[src/rtl/image_uart_tx.sv]
// Streams NUM_BYTES bytes from DRAM, starting at START_ADDR, out of an 8N1 UART line.
// Each byte is fetched with a single outstanding read. It is then framed as a start bit,
// eight data bits sent LSB first, and one stop bit. A one-cycle done pulse follows the
// final stop bit.
module image_uart_tx #(
  parameter logic [15:0] START_ADDR   = 16'h0000,
  parameter logic [16:0] NUM_BYTES    = 17'd16384,
  parameter logic [15:0] CLKS_PER_BIT = 16'd434
) (
  input  logic        clk,
  input  logic        reset,
  input  logic        start,
  output logic [15:0] mem_addr,
  output logic        mem_read,
  input  logic [7:0]  mem_din,
  input  logic        mem_valid,
  output logic        tx,
  output logic        busy,
  output logic        done
);

  typedef enum logic [2:0] {
    StIdle,
    StFetch,
    StStart,
    StData,
    StStop,
    StDone
  } state_e;

  state_e      state_q;
  logic [15:0] addr_q;
  logic [16:0] count_q;
  logic [7:0]  shift_q;
  logic [2:0]  bit_idx_q;
  logic [15:0] baud_q;
  logic        baud_last;

  assign baud_last = (baud_q == CLKS_PER_BIT - 16'd1);

  // The read address is the address register itself, so it stays stable for the whole FETCH.
  assign mem_addr = addr_q;

  // This block holds the sequencer. All outputs are registered and are set on the edge
  // that enters each state.
  always_ff @(posedge clk or negedge reset) begin
    if (!reset) begin
      state_q   <= StIdle;
      addr_q    <= 16'h0000;
      count_q   <= 17'd0;
      shift_q   <= 8'h00;
      bit_idx_q <= 3'd0;
      baud_q    <= 16'd0;
      mem_read  <= 1'b0;
      tx        <= 1'b1;
      busy      <= 1'b0;
      done      <= 1'b0;
    end else begin
      done <= 1'b0;
      case (state_q)
        StIdle: begin
          if (start) begin
            addr_q   <= START_ADDR;
            count_q  <= NUM_BYTES;
            baud_q   <= 16'd0;
            mem_read <= 1'b1;
            busy     <= 1'b1;
            state_q  <= StFetch;
          end
        end
        StFetch: begin
          if (mem_valid) begin
            shift_q  <= mem_din;
            mem_read <= 1'b0;
            tx       <= 1'b0;
            baud_q   <= 16'd0;
            state_q  <= StStart;
          end
        end
        StStart: begin
          if (baud_last) begin
            baud_q    <= 16'd0;
            bit_idx_q <= 3'd0;
            tx        <= shift_q[0];
            state_q   <= StData;
          end else begin
            baud_q <= baud_q + 16'd1;
          end
        end
        StData: begin
          if (baud_last) begin
            baud_q <= 16'd0;
            if (bit_idx_q == 3'd7) begin
              tx      <= 1'b1;
              state_q <= StStop;
            end else begin
              bit_idx_q <= bit_idx_q + 3'd1;
              tx        <= shift_q[bit_idx_q + 3'd1];
            end
          end else begin
            baud_q <= baud_q + 16'd1;
          end
        end
        StStop: begin
          if (baud_last) begin
            baud_q  <= 16'd0;
            count_q <= count_q - 17'd1;
            // Natural 16-bit overflow gives the FFFF -> 0000 wrap.
            addr_q  <= addr_q + 16'd1;
            if (count_q != 17'd1) begin
              mem_read <= 1'b1;
              state_q  <= StFetch;
            end else begin
              done    <= 1'b1;
              state_q <= StDone;
            end
          end else begin
            baud_q <= baud_q + 16'd1;
          end
        end
        StDone: begin
          busy    <= 1'b0;
          state_q <= StIdle;
        end
        default: begin
          state_q <= StIdle;
        end
      endcase
    end
  end

endmodule
[config.mk]
export PLATFORM = sky130hd
export DESIGN_NAME = image_uart_tx
export DESIGN_NICKNAME = d
export VERILOG_FILES = /design/src/rtl/image_uart_tx.sv
export SDC_FILE = /design/constraint.sdc
export NUM_CORES = 1
export LEC_CHECK = 0
export CORE_AREA = 2 2 79 81
export DETAILED_ROUTE_END_ITERATION = 10
export DIE_AREA = 0 0 81 83
export HOLD_SLACK_MARGIN = 0.08
export PLACE_DENSITY_LB_ADDON = 0.08
export SYNTH_ARGS = -nofsm -noshare
export SYNTH_HDL_FRONTEND = slang
export SYNTH_SLANG_ARGS = --single-unit
[constraint.sdc]
create_clock -name clk -period 6.5 [get_ports clk]
set_clock_uncertainty 0.2 [all_clocks]
set_input_delay 1.3 -clock clk [delete_from_list [all_inputs] [get_ports clk]]
set_output_delay 1.3 -clock clk [all_outputs]
set_load 0.03 [all_outputs]
Figure 1. Signal metal coverage by tile (run 1).
Bar = 20 um. The die is cut into 16 by 17 equal tiles; dark blue is low, red is high, scaled to the fullest tile. Values are wire area over tile area, all layers added.
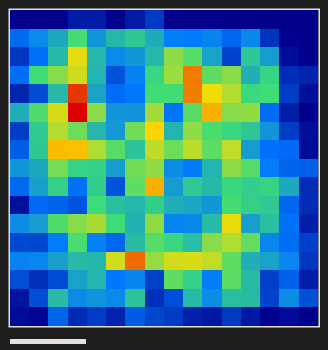
- emptiest ninth of the die: north-east
- tiles over half the peak: 26%
- densest ninth of the die: centre
- nearly empty tiles: 7.0%
- fullest tile: 0.46
routed wire length: 6.89 mm
wire per inst: 14.7 um
DR vias: 2695
Tot GR Track Use: 22.6%

Figure 2. The metal 1 layer (run 1).
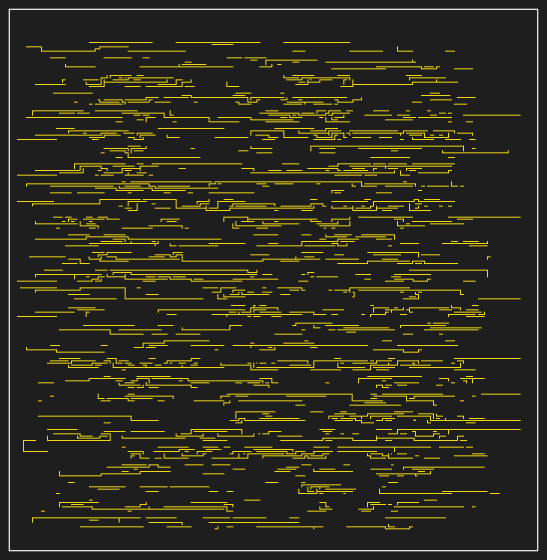
- longest straight run: 23.5 um
- wire length on this layer: 3410 um
- nets with wire on the layer: 360
met1 usage: 31.7%

Figure 3. M3 wires (run 1).
Bar = 20 um.
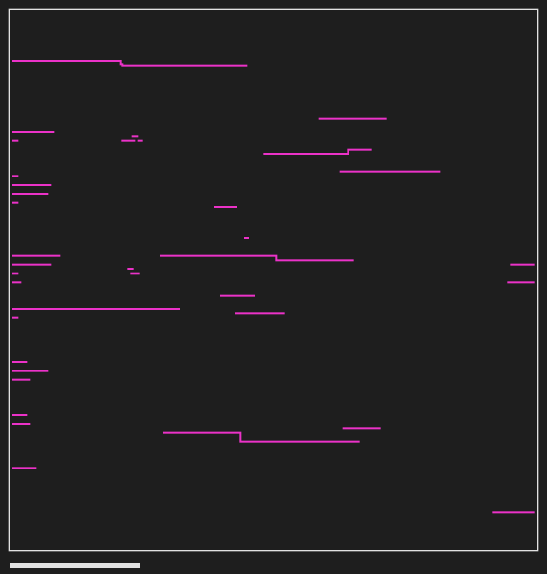
- wire length on this layer: 258 um
- main direction: horizontal
- nets with wire on the layer: 31
GRT met3 Usage: 5.00%

Figure 4. Clock routing (run 1).
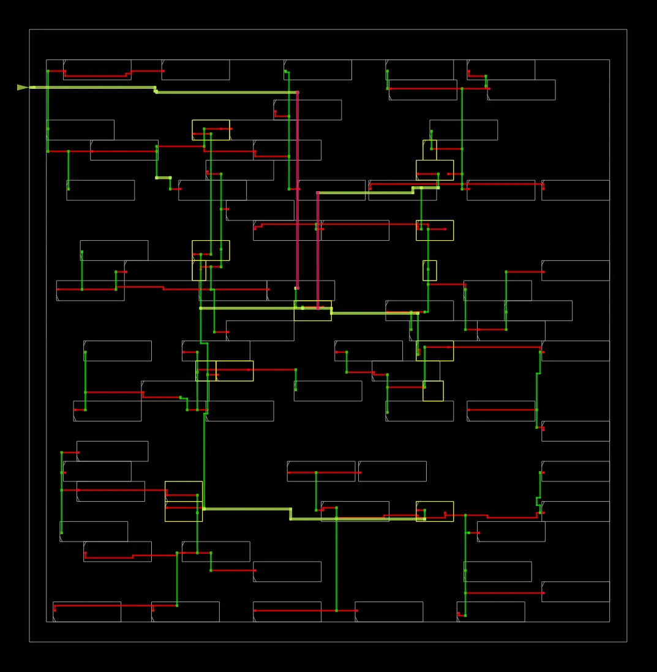
clk sinks: 67
Flop Count: 67
Clk power: 0.302 mW

==> flow_metrics.env, run 1 <==
# implementation run metrics
export IMPL_outcome="finished, final reports clean"
export IMPL_drive_gt1_share_pct=10.2
export IMPL_fin_area_mm2=0.00404
export IMPL_synth_most_common_cell="dfrtp_1"
export IMPL_ctsHoldBuffers=0
export IMPL_cp_arrival_ns=1.54
export IMPL_vias_per_cell=5.77
export IMPL_crit_slowest_cell="clkdlybuf4s50_1"
export IMPL_worst_path_buf_inv=1
export IMPL_critPathMaxStageDelay_ns=0.66
export IMPL_reg2reg_slack_ns=3.75
export IMPL_synthDominantCellAreaShare_pct=46.8
export IMPL_cts_clk_slew_worst_paths_ns=0.07
export IMPL_setup_violations_final=0
export IMPL_crit_end="tx"
export IMPL_ys_cells=357
export IMPL_syn_area_mm2=0.00353
export IMPL_period_used_pct=46.8
export IMPL_fin_crit_ns=3.04
export IMPL_gp_congestion=0.811
export IMPL_hold_end="shift_q[4]$_DFFE_PN0P_"
export IMPL_p_switching_mw=0.370
export IMPL_die_x_um=81
export IMPL_worst_setup_path_type="reg2out"
export IMPL_dieHeight_um=83
export IMPL_ff2ff_path_depth=7
export IMPL_yosysTopAreaCell="dfrtp_1"
export IMPL_hp_start="shift_q[4]$_DFFE_PN0P_"
export IMPL_cts_buffers=9
export IMPL_p_seq_share_pct=50.5
export IMPL_rsz0062_at_grt="no"
export IMPL_grt_pass1_vias=2618
export IMPL_antenna_found_initial=0
export IMPL_setup_slack_ns=3.46
export IMPL_drv_slew=0
## run 1: flip-flops by register name, summed over array words and instances, names as in the netlist
name,flops
count_q,17
bit_idx_q,3
baud_q,16
shift_q,8
busy,1
done,1
mem_read,1
mem_addr,16
tx,1
state_q,3
## run 1: cell families (layout without fill, tap and decap cells)
| kind of cell | Yosys count | in the layout | share of synthesized area [%] |
|---|---|---|---|
| simple gates | 169 | 169 | 25.8 |
| flops | 67 | 67 | 47.6 |
| compound gates | 44 | 44 | 8.09 |
| xor+xnor | 35 | 35 | 8.69 |
| buf+inv | 22 | 57 | 3.30 |
| mux | 13 | 13 | 4.01 |
| fa+ha+maj | 7 | 7 | 2.48 |
## run 1: metal layers
metal	global-route usage, %	routed length (um)
met2	34.3	3140
met1	31.7	3410
met4	8.47	82
met3	5.00	258
met5	0	0
## run 1: worst reg2reg max path: cells and delay by family (launching register included)
kind / cells / cell delay [ns]
adders and majority gates: 1 / 0.12
buffers and inverters: 1 / 0.06
and+or+nand+nor: 3 / 1.30
AOI/OAI and AO/OA: 2 / 0.54
DFF: 1 / 0.41
## run 1: area by class of cell
cell class | count | area (um2) | share of cell area, %
Multi-Input combinational cell | 268 | 1740 | 43.0
Sequential cell | 67 | 1680 | 41.6
Timing Repair Buffer | 35 | 335 | 8.30
Clock buffer | 10 | 138 | 3.41
Tap cell | 75 | 93.8 | 2.32
Clock inverter | 5 | 30.0 | 0.744
Inverter | 7 | 26.3 | 0.651
## run 1: metrics by stage
step / power (mW) / instances
6_report: 1.12 / 467
5_1_grt: 1.19 / 467
4_1_cts: 1.12 / 467
3_5_place_dp: 0.821 / 452
3_3_place_gp: 0.814 / 452
2_1_floorplan: 0.741 / 357
Figure 5. Cells coloured by class (run 1).
Fill, decap, tap and diode cells in grey.
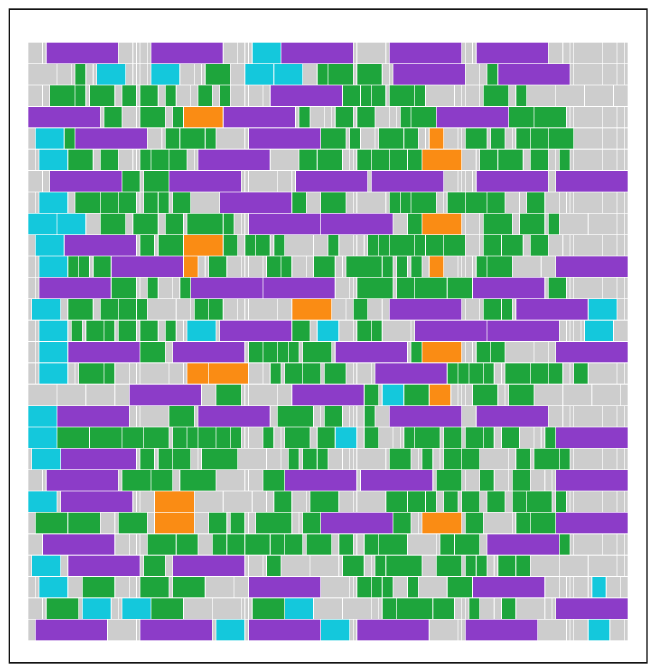

==> inputs of run 2 (changes only) <==
CORE_AREA = 2 2 82 84   (was 2 2 79 81)
DIE_AREA = 0 0 84 86   (was 0 0 81 83)
clock period = 2.9 ns   (was 6.5 ns; I/O delays follow)
Figure 6. Cells coloured by class (run 2).
Fill, decap, tap and diode cells in grey.
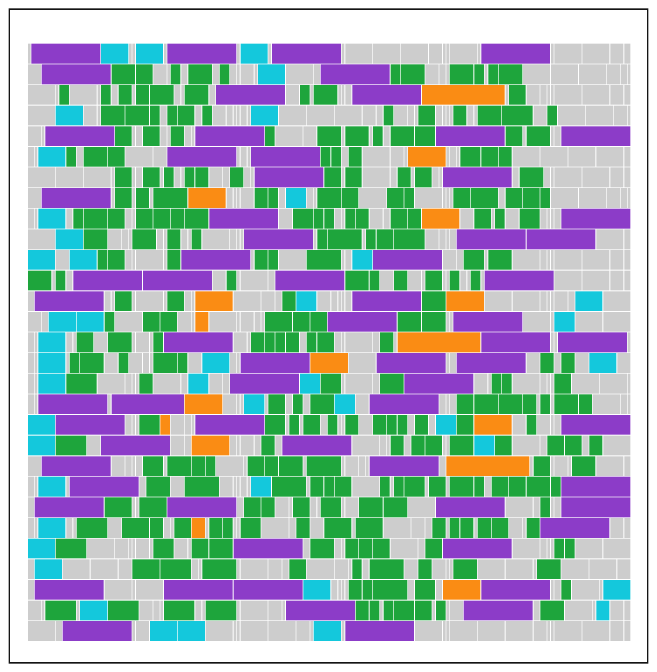
- sequential cells: purple (cells 67)
- clock drivers and dummy loads: orange (cells 16)
- remaining logic cells: green (cells 275)
- remaining buffers and delay cells: cyan (cells 43)
Util after Layout: 66.5%
Row Count: 29
Final Instance Area: 0.00418 mm2
core area: 0.00628 mm2

==> flow_metrics.env, run 2 <==
# implementation run metrics
export IMPL_ff2ff_path_depth=8
export IMPL_p_total_mw=2.79
export IMPL_p_seq_share_pct=44.8
export IMPL_dieHeight_um=86
export IMPL_cts_buffers=9
export IMPL_hp_start="shift_q[7]$_DFFE_PN0P_"
export IMPL_vias_per_cell=5.73
export IMPL_combGateArea_mm2=0.00174
export IMPL_antenna_found_initial=0
export IMPL_drive_gt1_share_pct=11.7
export IMPL_drt_wirelength_per_cell_um=15.3
export IMPL_grt_pass1_vias=2817
export IMPL_largest_register="count_q"
export IMPL_largest_reg_flops=17
export IMPL_outcome="finished, final reports clean"
export IMPL_grt_use_total_pct=22.2
export IMPL_fin_cells=478
export IMPL_crit_slowest_cell="dfrtp_1"
export IMPL_synth_most_common_cell="dfrtp_1"
export IMPL_drv_slew=0
export IMPL_synthDominantCellAreaShare_pct=46.8
export IMPL_routed_wirelength_mm=7.30
export IMPL_dp_cells=461
export IMPL_regArea_mm2=0.00168
export IMPL_vias=2740
export IMPL_worst_setup_path_type="reg2reg"
## run 2: final cells by class
cell class / count / share of cell area (%)
Multi-Input combinational cell: 268 / 41.6
Clock inverter: 5 / 2.40
Inverter: 7 / 0.629
Timing Repair Buffer: 43 / 9.53
Sequential cell: 67 / 40.2
Clock buffer: 11 / 3.39
Tap cell: 77 / 2.31
## run 2: cell families (layout without fill, tap and decap cells)
group / after synthesis / count (layout) / synth area share (%)
buffers and inverters: 22 / 66 / 3.30
AOI/OAI and AO/OA: 44 / 44 / 8.09
DFF: 67 / 67 / 47.6
and+or+nand+nor: 169 / 169 / 25.8
muxes: 13 / 13 / 4.01
adders and majority gates: 7 / 7 / 2.48
xor gates and xnor gates: 35 / 35 / 8.69
## run 2: what timing repair did
item,in CTS,in global routing
hold buffers,1,0
resized,0,0
endpoints found under the hold margin,17,0
## run 2: routing by layer
layer  GRT usage, %  share of wire (%)
met5              0                  0
met4           9.24                1.6
met3           3.75                2.8
met2           36.8                 47
met1           29.2                 49
## run 2: worst max-delay path by stage
stage	endpoint	cells past startpoint	slack, ns
after floorplan	state_q[2]$_DFFE_PN0P_	5	0.61
after global placement	baud_q[15]$_DFFE_PN0P_	6	0.37
after detailed placement	baud_q[15]$_DFFE_PN0P_	6	0.36
after CTS	mem_addr[11]$_DFFE_PN0P_	8	0.42
after global routing	mem_addr[11]$_DFFE_PN0P_	8	0.28
final	mem_addr[11]$_DFFE_PN0P_	8	0.41
## run 2: worst max-delay path: cells and delay by family (launching register included)
| family | cells | cell delay [ns] |
|---|---|---|
| AOI/OAI and AO/OA | 1 | 0.15 |
| DFF | 1 | 0.41 |
| and+or+nand+nor | 4 | 1.19 |
| adders and majority gates | 1 | 0.14 |
| buffers and inverters | 2 | 0.31 |
Power is estimated from default activity; no workload was simulated.
